**Run 1: the metal 1 layer**

Scale: 1.5 px per um. Supply wires on this layer in grey. Cells faint in the background.
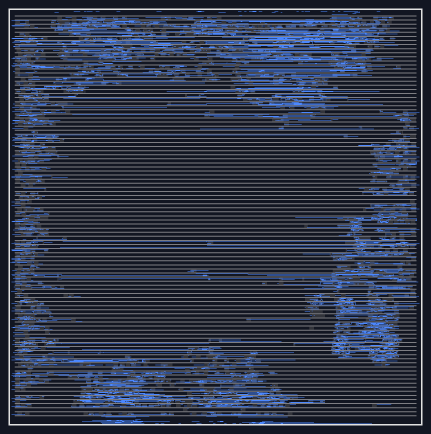
**Run 1: the metal 2 layer**

Scale: 1.5 px per um.
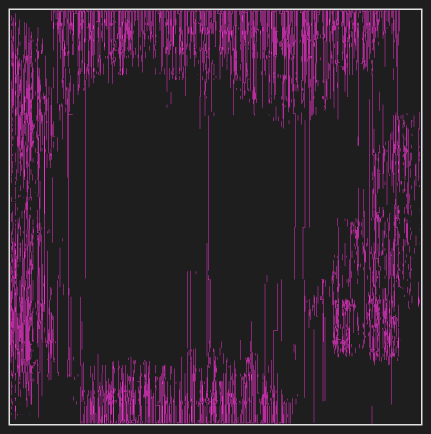
**Run 1: signal wires on met3**

Scale: 2 px per um. Cells faint in the background.
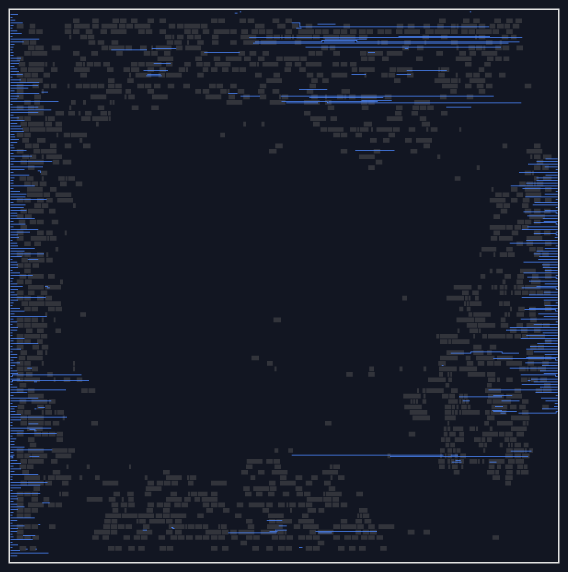
===== config.mk =====
export PLATFORM = sky130hd
export DESIGN_NAME = crossbar_out_arbiter
export DESIGN_NICKNAME = d
export VERILOG_FILES = /design/src/rtl/crossbar_pkg.sv /design/src/rtl/rr_arbiter.sv /design/src/rtl/crossbar_out_arbiter.sv
export SDC_FILE = /design/constraint.sdc
export NUM_CORES = 1
export LEC_CHECK = 0
export CAP_MARGIN = 25
export CORE_AREA = 3 3 271 273
export DETAILED_ROUTE_END_ITERATION = 16
export DIE_AREA = 0 0 274 276
export GPL_TIMING_DRIVEN = 0
export HOLD_SLACK_MARGIN = 0.02
export PLACE_DENSITY = 0.44
export SLEW_MARGIN = 20
export SYNTH_ARGS = -nofsm -noshare
export SYNTH_HDL_FRONTEND = slang
export SYNTH_HIERARCHICAL = 1
export SYNTH_SLANG_ARGS = --single-unit

===== constraint.sdc =====
create_clock -name i_clk -period 3.9 [get_ports i_clk]
set_clock_uncertainty 0.1 [all_clocks]
set_input_delay 0.78 -clock i_clk [delete_from_list [all_inputs] [get_ports i_clk]]
set_output_delay 0.78 -clock i_clk [all_outputs]
set_load 0.03 [all_outputs]

===== src/rtl/crossbar_pkg.sv =====
// Shared definitions for the crossbar output-port arbiter: FSM state
// encoding, default port count and the per-crosspoint stream widths.
package crossbar_pkg;

    localparam int CB_PORTS_DEF = 8;
    localparam int CB_DATA_W    = 64;
    localparam int CB_KEEP_W    = 8;

    // Arbiter FSM: IDLE -> GRANT -> BUSY -> IDLE
    typedef enum logic [1:0] {
        ST_IDLE  = 2'd0,
        ST_GRANT = 2'd1,
        ST_BUSY  = 2'd2
    } arb_state_e;

    // One stream beat as seen on the selected crosspoint
    typedef struct packed {
        logic [CB_DATA_W-1:0] data;
        logic [CB_KEEP_W-1:0] keep;
        logic                 last;
    } beat_t;

endpackage


===== src/rtl/rr_arbiter.sv =====
// Round-robin priority picker: returns the first requesting index found
// when searching upward from rr_ptr, wrapping from P_PORTS-1 back to 0.
module rr_arbiter #(
    parameter int P_PORTS = crossbar_pkg::CB_PORTS_DEF
) (
    input  logic [P_PORTS-1:0]         req,
    input  logic [$clog2(P_PORTS)-1:0] rr_ptr,
    output logic [$clog2(P_PORTS)-1:0] winner,
    output logic                       any_req
);

    localparam int IW = $clog2(P_PORTS);

    int            pos;
    logic [IW-1:0] idx;

    // Scan all ports starting at rr_ptr; the first hit wins
    always_comb begin
        winner  = '0;
        any_req = 1'b0;
        pos     = 0;
        idx     = '0;
        for (int i = 0; i < P_PORTS; i++) begin
            pos = int'(rr_ptr) + i;
            if (pos >= P_PORTS) begin
                pos = pos - P_PORTS;
            end
            idx = IW'(pos);
            if (!any_req && req[idx]) begin
                any_req = 1'b1;
                winner  = idx;
            end
        end
    end

endmodule


===== src/rtl/crossbar_out_arbiter.sv =====
// Output-port arbiter of a packet crossbar. Picks one requesting crosspoint
// round-robin, pulses its grant, then switches that crosspoint's AXI-Stream
// onto the output until the last beat is accepted.
// Optional watchdog: define CROSSBAR_ARB_TIMEOUT_EN to abandon an owner that
// goes P_TIMEOUT BUSY cycles without an accepted beat.
module crossbar_out_arbiter
    import crossbar_pkg::*;
#(
    parameter int P_PORTS   = CB_PORTS_DEF,
    parameter int P_TIMEOUT = 4096
) (
    input  logic                           i_clk,
    input  logic                           i_rst_n,
    input  logic [P_PORTS-1:0]             i_trans_req,
    output logic [P_PORTS-1:0]             o_trans_grant,
    input  logic [P_PORTS-1:0]             s_axis_tvalid,
    input  logic [CB_DATA_W*P_PORTS-1:0]   s_axis_tdata,
    input  logic [P_PORTS-1:0]             s_axis_tlast,
    input  logic [CB_KEEP_W*P_PORTS-1:0]   s_axis_tkeep,
    output logic [P_PORTS-1:0]             s_axis_tready,
    output logic                           m_axis_tvalid,
    output logic [CB_DATA_W-1:0]           m_axis_tdata,
    output logic                           m_axis_tlast,
    output logic [CB_KEEP_W-1:0]           m_axis_tkeep,
    output logic                           m_axis_tuser,
    input  logic                           m_axis_tready,
    output logic                           o_busy,
    output logic [$clog2(P_PORTS)-1:0]     o_cur_port,
    output logic                           o_timeout
);

    localparam int IW = $clog2(P_PORTS);

    arb_state_e         state_q, state_d;
    logic [IW-1:0]      rr_ptr_q, rr_ptr_d;
    logic [IW-1:0]      cur_port_q, cur_port_d;
    logic [P_PORTS-1:0] grant_q, grant_d;
    // Set when the last beat was already accepted during GRANT, so BUSY
    // closes the packet on its first cycle instead of waiting for another.
    logic               pkt_done_q, pkt_done_d;

    logic [IW-1:0]      winner;
    logic               any_req;
    logic               path_open;
    logic               sel_valid;
    beat_t              sel_beat;
    logic               beat_acc;
    logic               last_acc;
    logic               to_fire;
    logic [IW-1:0]      next_ptr;

    rr_arbiter #(
        .P_PORTS (P_PORTS)
    ) u_rr_arbiter (
        .req     (i_trans_req),
        .rr_ptr  (rr_ptr_q),
        .winner  (winner),
        .any_req (any_req)
    );

    // The stream path is connected in GRANT and BUSY, except after the
    // packet has already completed inside GRANT.
    assign path_open = (state_q != ST_IDLE) && !pkt_done_q;

    // Select the owner's stream signals
    always_comb begin
        sel_valid     = s_axis_tvalid[cur_port_q];
        sel_beat.data = s_axis_tdata[cur_port_q*CB_DATA_W +: CB_DATA_W];
        sel_beat.keep = s_axis_tkeep[cur_port_q*CB_KEEP_W +: CB_KEEP_W];
        sel_beat.last = s_axis_tlast[cur_port_q];
    end

    assign m_axis_tvalid = path_open & sel_valid;
    assign m_axis_tdata  = path_open ? sel_beat.data : '0;
    assign m_axis_tkeep  = path_open ? sel_beat.keep : '0;
    assign m_axis_tlast  = path_open & sel_beat.last;
    assign m_axis_tuser  = 1'b0;

    // Only the owner sees downstream ready; non-owner beats are never taken
    always_comb begin
        s_axis_tready = '0;
        if (path_open) begin
            s_axis_tready[cur_port_q] = m_axis_tready;
        end
    end

    assign beat_acc = m_axis_tvalid & m_axis_tready;
    assign last_acc = beat_acc & m_axis_tlast;
    assign next_ptr = (cur_port_q == IW'(P_PORTS - 1)) ? '0 : cur_port_q + 1'b1;

`ifdef CROSSBAR_ARB_TIMEOUT_EN
    localparam int CW = $clog2(P_TIMEOUT + 1);

    logic [CW-1:0] wd_cnt_q, wd_cnt_d;
    logic          timeout_q, timeout_d;

    // Watchdog: count stalled BUSY cycles, restart on every accepted beat
    always_comb begin
        wd_cnt_d = wd_cnt_q;
        to_fire  = 1'b0;
        if (state_q != ST_BUSY || pkt_done_q || beat_acc) begin
            wd_cnt_d = '0;
        end else if (wd_cnt_q == CW'(P_TIMEOUT - 1)) begin
            to_fire  = 1'b1;
            wd_cnt_d = '0;
        end else begin
            wd_cnt_d = wd_cnt_q + 1'b1;
        end
        timeout_d = to_fire;
    end

    // Watchdog registers
    always_ff @(posedge i_clk or negedge i_rst_n) begin
        if (!i_rst_n) begin
            wd_cnt_q  <= '0;
            timeout_q <= 1'b0;
        end else begin
            wd_cnt_q  <= wd_cnt_d;
            timeout_q <= timeout_d;
        end
    end

    assign o_timeout = timeout_q;
`else
    assign to_fire   = 1'b0;
    // Always low; the compare only keeps P_TIMEOUT referenced in this build
    assign o_timeout = (P_TIMEOUT < 0);
`endif

    // Next-state logic of the arbitration FSM
    always_comb begin
        state_d    = state_q;
        rr_ptr_d   = rr_ptr_q;
        cur_port_d = cur_port_q;
        grant_d    = '0;
        pkt_done_d = pkt_done_q;
        unique case (state_q)
            ST_IDLE: begin
                if (any_req) begin
                    state_d         = ST_GRANT;
                    cur_port_d      = winner;
                    grant_d[winner] = 1'b1;
                    pkt_done_d      = 1'b0;
                end
            end
            ST_GRANT: begin
                state_d    = ST_BUSY;
                pkt_done_d = last_acc;
            end
            ST_BUSY: begin
                if (pkt_done_q || last_acc || to_fire) begin
                    state_d    = ST_IDLE;
                    rr_ptr_d   = next_ptr;
                    pkt_done_d = 1'b0;
                end
            end
            default: begin
                state_d = ST_IDLE;
            end
        endcase
    end

    // FSM and registered outputs
    always_ff @(posedge i_clk or negedge i_rst_n) begin
        if (!i_rst_n) begin
            state_q    <= ST_IDLE;
            rr_ptr_q   <= '0;
            cur_port_q <= '0;
            grant_q    <= '0;
            pkt_done_q <= 1'b0;
        end else begin
            state_q    <= state_d;
            rr_ptr_q   <= rr_ptr_d;
            cur_port_q <= cur_port_d;
            grant_q    <= grant_d;
            pkt_done_q <= pkt_done_d;
        end
    end

    assign o_trans_grant = grant_q;
    assign o_busy        = (state_q != ST_IDLE);
    assign o_cur_port    = cur_port_q;

endmodule


==> flow_summary.yaml, run 1 <==
# generated from flow reports
status:
  status: "completed"
final_timing:
  fmax_mhz: 263
  rsz0062_at_grt: "true"
  drv_slew: 0
  fin_crit_ns: 3.80
  tightest_slew_ns: 0.922
  post-route-period-util: 0.974
finish:
  num-multi-input-gates: 444
  final_area_mm2: 0.0149
  comb_share: 0.382
  mostFrequentLayoutCells: "clkdlybuf4s50_1 (640), mux4_2 (155), nor2_1 (88), mux2i_1 (83), dlygate4sd2_1 (34)"
  flops: 17
  num-nets-final: 1849
  final_cell_count_no_fill: 2196
  num-nonclk-buffers: 766
  clk_share: 0.00529
  seq_area_um2: 427
  syn_to_final_growth_pct: 134
  clockBufferCount: 4
  lay_top_count: "clkdlybuf4s50_1"
  drive_above_1_share: 0.203
  final_util: 0.209
routing:
  drt_iter0_drc: 407
  viasPerCell: 3.74
  drc: 0
  wl_per_cell_um: 23.6
  firstDrtPassIters: 5
  routed.top_layer: "met4"
power_and_ir_drop:
  power_switching_mw: 4.65
  power_mw: 8.73
  clockPowerShare: 0.023
  power.leakage_nw: 5.46
  p_sw_frac: 0.533
  powerDensity_mw_per_mm2: 586
  vdd_ir_drop_max_mv: 0.215
  clk-power_mw: 0.205
  power_frac_seq: 0.035
  p_int_mw: 4.08
  seq_cell_power_mw: 0.303
floorplanning:
  io_pins: 699
  die-width_um: 274
  core_mm2: 0.0714
  dieArea_mm2: 0.0756
worst_setup_path:
  cpMaxStageDelayCell: "clkdlybuf4s50_1"
  critPathKind: "reg2out"
  start_kind: "flop"
  path_buffers: 5
  crit_family: "buffers and inverters"
  cpPeakStageDelay_ns: 0.63
  worstSetupEndpointType: "output pin"
  crit_chain: "buf_6, buf_12, buf_6, buf_6, mux4_2, mux2i_1, nor2_1, clkdlybuf4s50_1"
  worstReg2RegStart: "rr_ptr_q[0]"
  crit_top_cell: "buf_6"
global_routing:
  grt-busiest-layer: "met2"
  grt-ovfl-total: 0
  grt_max_degree: 18
  grt_pass1_wl_um: 70700
  grt_util_all_layers: 0.130
  grt_pass1_vias: 9177
synthesis:
  synthArstFlopShare: 1.00
  edf_count: 0
  synth_dominant_cell_count: "mux4_2"
  synth.top_cells.by_count: "mux4_2 (155), nor2_1 (92), mux2i_1 (87)"
  synth_seq_share: 0.0668
  topCellsByArea: "mux4_2 (55%), mux2i_1 (14%), dfrtp_1 (6.7%)"
  ys_types: 56
place:
  dpl_cell_area_mm2: 0.0145
  placed_cells: 2180
  port_buffers: 696
clock_tree:
  cts_buffer_depth: 2
  cts_tree: "done"
  cts_sinks: 17
  clk_latency_ns: 0.25
  clockRootBuffer: "clkbuf_16"
flow_run:
  maxCapViolCount: 0
  warnings: 29
worst_hold_path:
  min_delay_worst_endpoint: "pkt_done_q"
Back to the opening pictures, 'the metal 1 layer':
longest straight run: 221 um
main direction: horizontal
share of all routed wire: 40%
overall routed net length: 51,900 um
GR Layer Usage met1: 0.158
via count: 8,223

Back to the opening pictures, 'the metal 2 layer':
nets with wire on the layer: 1,684
share of all routed wire: 51%
met2 GRT Util: 0.235

Back to the opening pictures, 'signal wires on met3':
nets with wire on the layer: 361
wire length on this layer: 3,780 um
met3 Use GR: 0.0278

-- run 1: kinds of logic (layout without fill, tap and decap cells) --
family | count (synthesis) | in the layout | synth area share
other | 1 | 7 | 0.000589
DFF | 17 | 17 | 0.0668
and+or+nand+nor | 133 | 133 | 0.0929
adders and majority gates | 4 | 4 | 0.00786
xor gates and xnor gates | 3 | 3 | 0.00413
muxes | 261 | 261 | 0.726
buffers and inverters | 72 | 780 | 0.0524
AOI/OAI and AO/OA | 41 | 41 | 0.0495
-- run 1: registers in the layout, summed over array words and instances, names as in the netlist --
signal / flops
o_cur_port: 3
o_trans_grant: 8
pkt_done_q: 1
rr_ptr_q: 3
state_q: 2
**Run 1: congestion heat map**

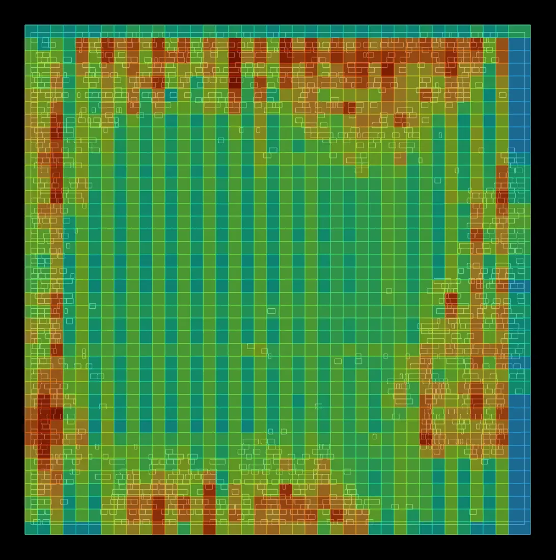

==> run 2, diff against run 1 <==
--- a/config.mk
+++ b/config.mk
@@ -6,14 +6,14 @@
 export NUM_CORES = 1
 export LEC_CHECK = 0
 export CAP_MARGIN = 25
-export CORE_AREA = 3 3 271 273
+export CORE_AREA = 3 3 270 272
 export DETAILED_ROUTE_END_ITERATION = 16
-export DIE_AREA = 0 0 274 276
+export DIE_AREA = 0 0 273 275
 export GPL_TIMING_DRIVEN = 0
 export HOLD_SLACK_MARGIN = 0.02
 export PLACE_DENSITY = 0.44
+export SETUP_SLACK_MARGIN = 0.2
 export SLEW_MARGIN = 20
 export SYNTH_ARGS = -nofsm -noshare
 export SYNTH_HDL_FRONTEND = slang
-export SYNTH_HIERARCHICAL = 1
 export SYNTH_SLANG_ARGS = --single-unit
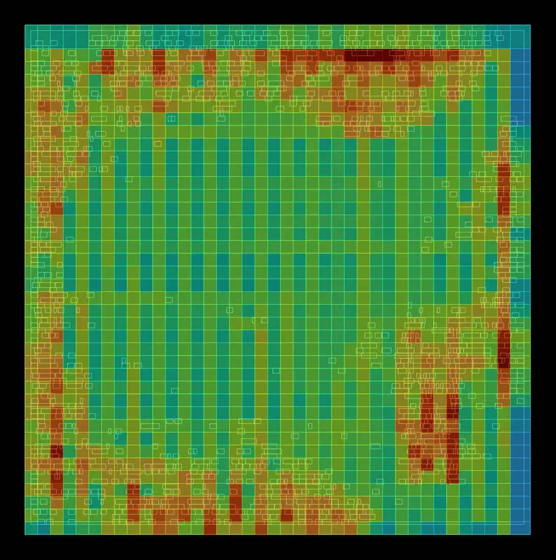
**Above:** run 2 (congestion heat map).
gr busiest metal: met2
wire length per cell: 25.4 um

==> flow_summary.yaml, run 2 <==
# generated from flow reports
status:
  status: "completed"
final_timing:
  drv_slew: 0
  post-route-period-util: 0.913
  rsz0062_at_grt: "true"
  finalHoldViolCount: 0
  fmax_mhz: 281
  fin_crit_ns: 3.56
routing:
  firstDrtPassIters: 5
  viasPerCell: 3.83
  drt_iter0_drc: 392
  dr_total_vias: 8345
  drc: 0
  drt-total-wl_um: 55400
synthesis:
  muxShareOfSynthArea: 0.729
  synth_dominant_cell_count: "mux4_2"
  synth-simple-area-share: 0.0978
  synthArstFlopShare: 1.00
  ys_sh_xor: 0.00277
  syn-cell-area_mm2: 0.00633
  ys_types: 55
  synth_seq_share: 0.0672
  top_logic_kind: "multiplexers"
  synthAdderAreaFrac: 0.00791
  aoi_share: 0.0468
worst_hold_path:
  hp-class: "reg2reg"
  hold_path_depth: 1
  min_delay_worst_endpoint: "state_q[1]"
worst_setup_path:
  path_buffers: 4
  crit_family: "buffers and inverters"
  worstReg2RegStart: "rr_ptr_q[1]"
  cpPeakStageDelay_ns: 0.41
  worstSetupEndpointType: "output pin"
  crit_end: "m_axis_tdata[19]"
  cp.required_ns: 3.02
  start_kind: "flop"
  startpoint: "o_cur_port[2]"
  crit_top_cell: "clkbuf_8"
  critPathKind: "reg2out"
  crit_chain: "clkbuf_8, clkbuf_8, clkbuf_2, mux4_2, mux2i_1, nor2_1, dlygate4sd2_1"
floorplanning:
  core_mm2: 0.0710
  dieArea_mm2: 0.0751
  io_pins: 699
  die-width_um: 273
global_routing:
  grt_pass1_wl_um: 72700
  grt_util_all_layers: 0.137
  grt_pass1_vias: 9087
finish:
  lay_top_count: "clkdlybuf4s50_1"
  syn_to_final_growth_pct: 135
  final_cell_count_no_fill: 2181
  mostFrequentLayoutCells: "clkdlybuf4s50_1 (620), mux4_2 (162), nor2_1 (87), mux2i_1 (79), dlygate4sd2_1 (69)"
  num-nets-final: 1834
  final_area_mm2: 0.0148
  largest_reg_flops: 8
power_and_ir_drop:
  power_leader: "combinational logic"
  p_sw_frac: 0.542
  power_frac_seq: 0.033
  power_mw: 9.31
  clockPowerShare: 0.021
  seq_cell_power_mw: 0.309
  vdd_ir_drop_max_mv: 0.394
  clk-power_mw: 0.200
  power_switching_mw: 5.04
  power.leakage_nw: 5.35
clock_tree:
  clockRootBuffer: "clkbuf_16"
  cts_tree: "done"
  clk_latency_ns: 0.25
  ctsHoldBuffers: 0
  cts_buffer_depth: 2
  cts_made_buffers: 3
flow_run:
  warnings: 29
  maxCapViolCount: 0
place:
  dpl_cell_area_mm2: 0.0145
  placed_cells: 2168
  port_buffers: 696
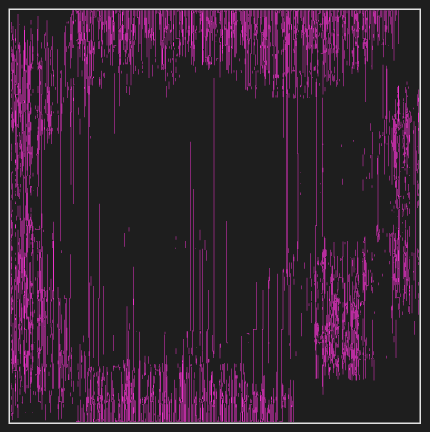
**Above:** run 2 (the metal 2 layer).
Scale: 1.5 px per um.
wire length on this layer: 26.5 mm
share of all routed wire: 48%
main direction: vertical
longest straight run: 184 um

run 2: netlist changes by cell type after synthesis, sizes merged, moves of 5 or more:
cell and change:
buf +5, mux4 +5, nand2b -7, mux2 -5
nor3b +5, clkbuf -5, a21oi -5, mux2i -5
run 2: timing repair:
action / CTS / global route
gates resized: 182 / 24
setup buffers: 0 / 4
pin swaps: 0 / 4
setup endpoints to repair: 88 / 22
cloned: 0 / 1
run 2: final cells by class:
type	instances	area, um^2
buffer	61	442
antenna	5	12.5
fill	7662	56200
inverter	8	30.0
tap	950	1190
multi-input combinational	434	5720
timing repair buffer	702	6950
clock buffer	4	78.8
sequential	17	428
run 2: per-layer routing:
layer | global-route usage | share of wire
met1 | 0.178 | 0.42
met2 | 0.228 | 0.48
met3 | 0.0463 | 0.092
met4 | 0.0142 | 0.011
met5 | 0 | 0.0012
**Run 2: signal wires on met4**

Scale: 1.5 px per um. Supply wires on this layer in grey. Cells faint in the background.
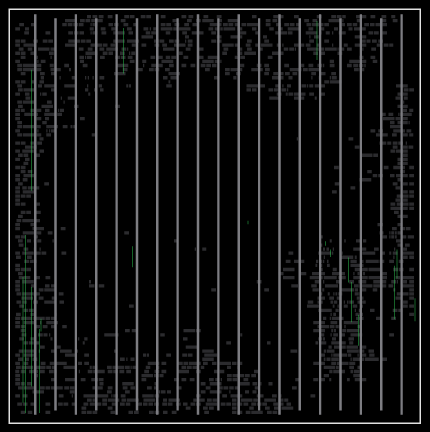

==> run 3, diff against run 2 <==
==> constraint.sdc (replaced) <==
create_clock -name i_clk -period 3.9 [get_ports i_clk]
set_clock_uncertainty 0.1 [all_clocks]
set_input_delay 0.39 -clock i_clk [delete_from_list [all_inputs] [get_ports i_clk]]
set_output_delay 0.39 -clock i_clk [all_outputs]
set_load 0.03 [all_outputs]
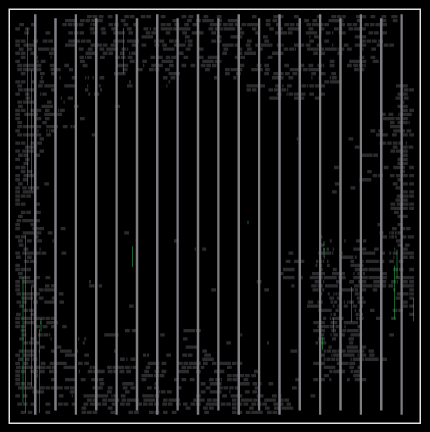
**Above:** run 3 (signal wires on met4).
Scale: 1.5 px per um. Supply wires on this layer in grey. Cells faint in the background.
wire length on this layer: 681 um
nets with wire on the layer: 18
share of all routed wire: 1.2%
main direction: vertical

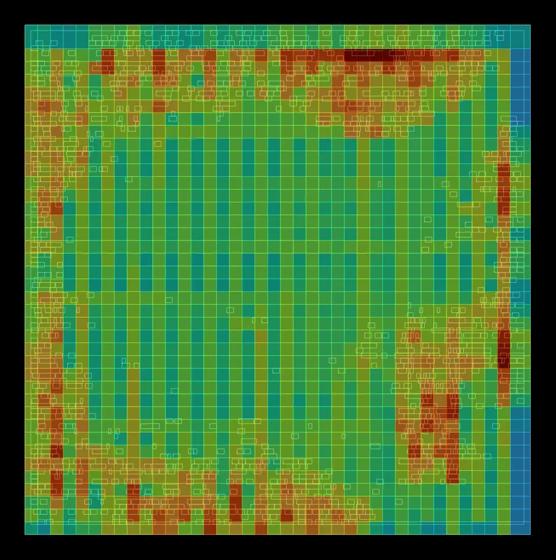
**Above:** run 3 (congestion heat map).
fin util: 0.209
GRT Total Usage: 0.137

==> flow_summary.yaml, run 3 <==
# generated from flow reports
worst_setup_path:
  worstSetupEndpointType: "output pin"
  path_buffers: 3
  cp.required_ns: 3.41
  crit_chain: "buf_6, clkdlybuf4s15_2, mux4_2, mux2i_1, nor2_1, clkdlybuf4s50_1"
  start_kind: "flop"
  startpoint: "o_cur_port[0]"
  critPathKind: "reg2out"
  cpPeakStageDelay_ns: 0.62
  crit_end: "m_axis_tdata[18]"
  crit_family: "buffers and inverters"
clock_tree:
  cts_made_buffers: 3
  clockRootBuffer: "clkbuf_16"
  cts_sinks: 17
  ctsHoldBuffers: 0
  post-cts-setup-buffers: 0
  clk_latency_ns: 0.25
  cts_resized: 76
  cts_tree: "done"
routing:
  met2_length_um: 26500
  firstDrtPassIters: 6
  wl_per_cell_um: 25.4
  routed.top_layer: "met5"
  drt_iter0_drc: 389
  wl_met1_um: 23200
  dr_total_vias: 8397
  drc: 0
final_timing:
  finalHoldViolCount: 0
  post-route-period-util: 0.919
  rsz0062_at_grt: "true"
  fmax_mhz: 279
  fin_crit_ns: 3.59
  drv_slew: 0
finish:
  sh_seq_area: 0.0289
  n_antenna_cell: 6
  final_cell_count_no_fill: 2181
  buf_share: 0.501
  final_area_mm2: 0.0148
  fillers: 7649
  num-multi-input-gates: 434
  dominant_cells: "non-clock buffers"
  comb_share: 0.382
  seq_area_um2: 428
  largest_reg_flops: 8
  syn_to_final_growth_pct: 134
  lay_top_count: "clkdlybuf4s50_1"
  clockBufferCount: 4
  num-nonclk-buffers: 762
  flops: 17
  clk_share: 0.00532
  mostFrequentLayoutCells: "clkdlybuf4s50_1 (690), mux4_2 (162), nor2_1 (87), mux2i_1 (82), dfrtp_1 (15)"
  num-nets-final: 1833
  nNonClkInverters: 8
place:
  placed_cells: 2168
  dpl_cell_area_mm2: 0.0145
  post-dp-hpwl_um: 48900
  port_buffers: 696
flow_run:
  warnings: 29
global_routing:
  grt.met3_usage: 0.0464
  use_met1: 0.178
  grtUsageMet2: 0.227
  grt_pass1_wl_um: 72700
  grt_pass1_vias: 9095
worst_hold_path:
  hold_path_depth: 1
  hp-class: "reg2reg"
  min_delay_worst_endpoint: "state_q[1]"
synthesis:
  synth_dominant_cell_count: "mux4_2"
  synth_seq_share: 0.0672
  synthArstFlopShare: 1.00
  ys_types: 55
  syn-cell-area_mm2: 0.00633
floorplanning:
  die-width_um: 273
  dieArea_mm2: 0.0751
  n_tap_cell: 950
  core_mm2: 0.0710
  io_pins: 699
status:
  status: "completed"
power_and_ir_drop:
  vdd_ir_drop_max_mv: 0.421
  power.leakage_nw: 5.12
[run 3: cell counts after synthesis]
Identical to the previous run, type by type.
[run 3: cells by family (layout without fill, tap and decap cells)]
family                   count (synthesis)  after routing  synth area share
AND-OR/OR-AND                           35             36            0.0469
XOR/XNOR                                 2              2           0.00277
adder cells (fa/ha/maj)                  4              4           0.00791
buffers and inverters                   70            774            0.0478
flip-flops                              17             17            0.0672
multiplexers                           256            256             0.729
other                                    1              8          0.000592
AND/OR/NAND/NOR                        134            134            0.0978
[run 3: report_power, final]
group / leakage [nW] / switching [mW] / internal [mW] / total [mW]
combinational: 4.86 / 4.89 / 4.14 / 9.03
clock: 0.0382 / 0.0630 / 0.138 / 0.201
sequential: 0.221 / 0.0628 / 0.244 / 0.307
total: 5.12 / 5.01 / 4.52 / 9.54
Power and IR drop assume default switching activity.
